File: src/rtl/icache.sv
// Direct-mapped read-only instruction cache with one outstanding tagged miss.
// Optional hit/miss counters are built in when ICACHE_STATS_EN is defined.
`ifndef XLEN
`define XLEN 32
`endif

module icache_line #(
    parameter int TAG_W = 24
) (
    input  logic             clock,
    input  logic             reset,
    input  logic             we,
    input  logic [TAG_W-1:0] wtag,
    input  logic [63:0]      wdata,
    output logic             vld,
    output logic [TAG_W-1:0] tag,
    output logic [63:0]      data
);
    always_ff @(posedge clock or negedge reset) begin
        if (!reset) begin
            vld  <= 1'b0;
            tag  <= '0;
            data <= '0;
        end else if (we) begin
            vld  <= 1'b1;
            tag  <= wtag;
            data <= wdata;
        end
    end
endmodule

module icache #(
    parameter int NUM_LINES = 32,
    parameter int MEM_TAG_W = 4
) (
    input  logic                 clock,
    input  logic                 reset,
    input  logic [`XLEN-1:0]     proc2Icache_addr,
    output logic [63:0]          Icache2proc_data,
    output logic                 Icache2proc_data_valid,
    output logic [1:0]           proc2Imem_command,
    output logic [`XLEN-1:0]     proc2Imem_addr,
    input  logic [MEM_TAG_W-1:0] Imem2proc_response,
    input  logic [63:0]          Imem2proc_data,
    input  logic [MEM_TAG_W-1:0] Imem2proc_tag
`ifdef ICACHE_STATS_EN
    ,
    output logic [31:0]          icache_hit_count,
    output logic [31:0]          icache_miss_count
`endif
);
    localparam int IDX_W = $clog2(NUM_LINES);
    localparam int BLK_W = `XLEN - 3;
    localparam int TAG_W = BLK_W - IDX_W;
    localparam logic [1:0] BUS_NONE = 2'd0;
    localparam logic [1:0] BUS_LOAD = 2'd1;

    typedef enum logic {S_IDLE, S_WAIT} state_t;

    state_t                 state_q, state_d;
    logic [MEM_TAG_W-1:0]   mem_tag_q, mem_tag_d;
    logic [BLK_W-1:0]       miss_blk_q, miss_blk_d;

    logic [NUM_LINES-1:0]             line_vld;
    logic [NUM_LINES-1:0]             line_we;
    logic [NUM_LINES-1:0][TAG_W-1:0]  line_tag;
    logic [NUM_LINES-1:0][63:0]       line_data;

    logic [BLK_W-1:0] req_blk;
    logic [IDX_W-1:0] req_idx;
    logic [TAG_W-1:0] req_tag;
    logic [IDX_W-1:0] miss_idx;
    logic [TAG_W-1:0] miss_tag;
    logic             hit, fill, fwd;
    logic [1:0]       cmd;
    logic [`XLEN-1:0] maddr;
    logic             unused_addr_bits;

    assign req_blk          = proc2Icache_addr[`XLEN-1:3];
    assign req_idx          = req_blk[IDX_W-1:0];
    assign req_tag          = req_blk[BLK_W-1:IDX_W];
    assign miss_idx         = miss_blk_q[IDX_W-1:0];
    assign miss_tag         = miss_blk_q[BLK_W-1:IDX_W];
    assign unused_addr_bits = ^proc2Icache_addr[2:0];

    genvar g;
    generate
        for (g = 0; g < NUM_LINES; g++) begin : g_line
            icache_line #(.TAG_W(TAG_W)) u_line (
                .clock (clock),
                .reset (reset),
                .we    (line_we[g]),
                .wtag  (miss_tag),
                .wdata (Imem2proc_data),
                .vld   (line_vld[g]),
                .tag   (line_tag[g]),
                .data  (line_data[g])
            );
        end
    endgenerate

    assign hit  = line_vld[req_idx] && (line_tag[req_idx] == req_tag);
    // A zero latched tag means nothing is outstanding, so tag-0 returns never fill.
    assign fill = (state_q == S_WAIT) && (mem_tag_q != '0) && (Imem2proc_tag == mem_tag_q);
    assign fwd  = fill && (req_blk == miss_blk_q);

    always_comb begin
        line_we = '0;
        if (fill) line_we[miss_idx] = 1'b1;
    end

    always_comb begin
        state_d    = state_q;
        mem_tag_d  = mem_tag_q;
        miss_blk_d = miss_blk_q;
        cmd        = BUS_NONE;
        maddr      = '0;
        case (state_q)
            S_IDLE: begin
                if (!hit) begin
                    cmd   = BUS_LOAD;
                    maddr = {req_blk, 3'b000};
                    if (Imem2proc_response != '0) begin
                        mem_tag_d  = Imem2proc_response;
                        miss_blk_d = req_blk;
                        state_d    = S_WAIT;
                    end
                end
            end
            S_WAIT: begin
                if (fill) begin
                    mem_tag_d = '0;
                    state_d   = S_IDLE;
                end
            end
            default: state_d = S_IDLE;
        endcase
    end

    always_ff @(posedge clock or negedge reset) begin
        if (!reset) begin
            state_q    <= S_IDLE;
            mem_tag_q  <= '0;
            miss_blk_q <= '0;
        end else begin
            state_q    <= state_d;
            mem_tag_q  <= mem_tag_d;
            miss_blk_q <= miss_blk_d;
        end
    end

    // Outputs are forced quiet while reset is held, even though the FSM would otherwise request a load.
    always_comb begin
        Icache2proc_data       = '0;
        Icache2proc_data_valid = 1'b0;
        proc2Imem_command      = BUS_NONE;
        proc2Imem_addr         = '0;
        if (reset) begin
            proc2Imem_command = cmd;
            proc2Imem_addr    = maddr;
            if (hit) begin
                Icache2proc_data       = line_data[req_idx];
                Icache2proc_data_valid = 1'b1;
            end else if (fwd) begin
                Icache2proc_data       = Imem2proc_data;
                Icache2proc_data_valid = 1'b1;
            end
        end
    end

`ifdef ICACHE_STATS_EN
    always_ff @(posedge clock or negedge reset) begin
        if (!reset) begin
            icache_hit_count  <= '0;
            icache_miss_count <= '0;
        end else begin
            if (hit) icache_hit_count <= icache_hit_count + 32'd1;
            if (state_q == S_IDLE && state_d == S_WAIT)
                icache_miss_count <= icache_miss_count + 32'd1;
        end
    end
`endif

endmodule

File: config.mk
export PLATFORM = sky130hd
export DESIGN_NAME = icache
export DESIGN_NICKNAME = d
export VERILOG_FILES = /design/src/rtl/icache.sv
export SDC_FILE = /design/constraint.sdc
export NUM_CORES = 2
export LEC_CHECK = 0
export ABC_CLOCK_PERIOD_IN_PS = 9120
export CELL_PAD_IN_SITES_DETAIL_PLACEMENT = 1
export CELL_PAD_IN_SITES_GLOBAL_PLACEMENT = 1
export CORE_UTILIZATION = 54
export DETAILED_ROUTE_END_ITERATION = 10
export PLACE_DENSITY = 0.85
export SLEW_MARGIN = 20
export SYNTH_ARGS = -nofsm -noshare
export SYNTH_HDL_FRONTEND = slang
export SYNTH_SLANG_ARGS = --single-unit
File: constraint.sdc
create_clock -name clock -period 9.12 [get_ports clock]
set_clock_uncertainty 0.2 [all_clocks]
set_input_delay 2.736 -clock clock [delete_from_list [all_inputs] [get_ports clock]]
set_output_delay 2.736 -clock clock [all_outputs]
set_load 0.02 [all_outputs]
==> flow_summary.ini <==
; synthesis and place-and-route metrics
[cells_and_area]
buf_share = 0.0490
drive_gt1_frac = 0.584
clock_cell_area_share = 0.0689
top_register = g_line.u_line.data

[setup_path]
crit_arrival_ns = 6.78
reg2reg_to = miss_blk_q[12]
timing.rr.start = g_line[23].u_line.tag[13]
reg2reg_slack_ns = 3.84

[placed_design]
dp_slack_ns = -1.52

[run]
tool_warnings = 48

[sta]
setup_violations = 95
rsz0062_at_grt = yes
relSlewSlack = 0.141
finalWorstSetupSlack_ns = -0.600

[floorplan]
rows = 180

[routing]
highest_layer = met5

[status]
violations = setup timing
status = complete, but fails checks

[cts]
cts_tree = done
htree_num_levels = 5
clockBufferDepth = 4

[synthesis]
xor_area_frac = 0.00340
yosys-top-cells-count = mux2_2, dfrtp_1, mux4_2
top_cells_by_area = dfrtp_1, mux2_2, mux4_2, clkbuf_1, mux2i_1
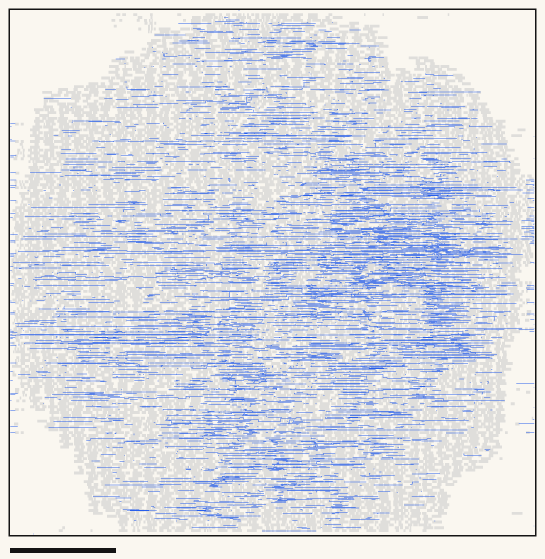
(the metal 3 layer)
The bar under the picture is 100 µm long.
The longest straight run is 180 µm. The layer carries 48.8 mm of wire. The layer holds 10% of the routed length. 1203 nets have wire on it.
total number of vias: 84600
GR Util met3: 0.0988
Total Wirelength: 485000 µm

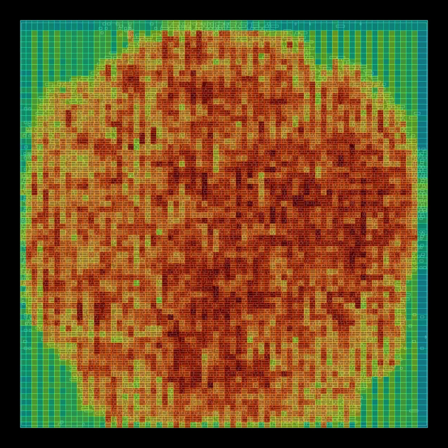
(routing congestion map)
final core utilization: 0.626
met2 Use GR: 0.611

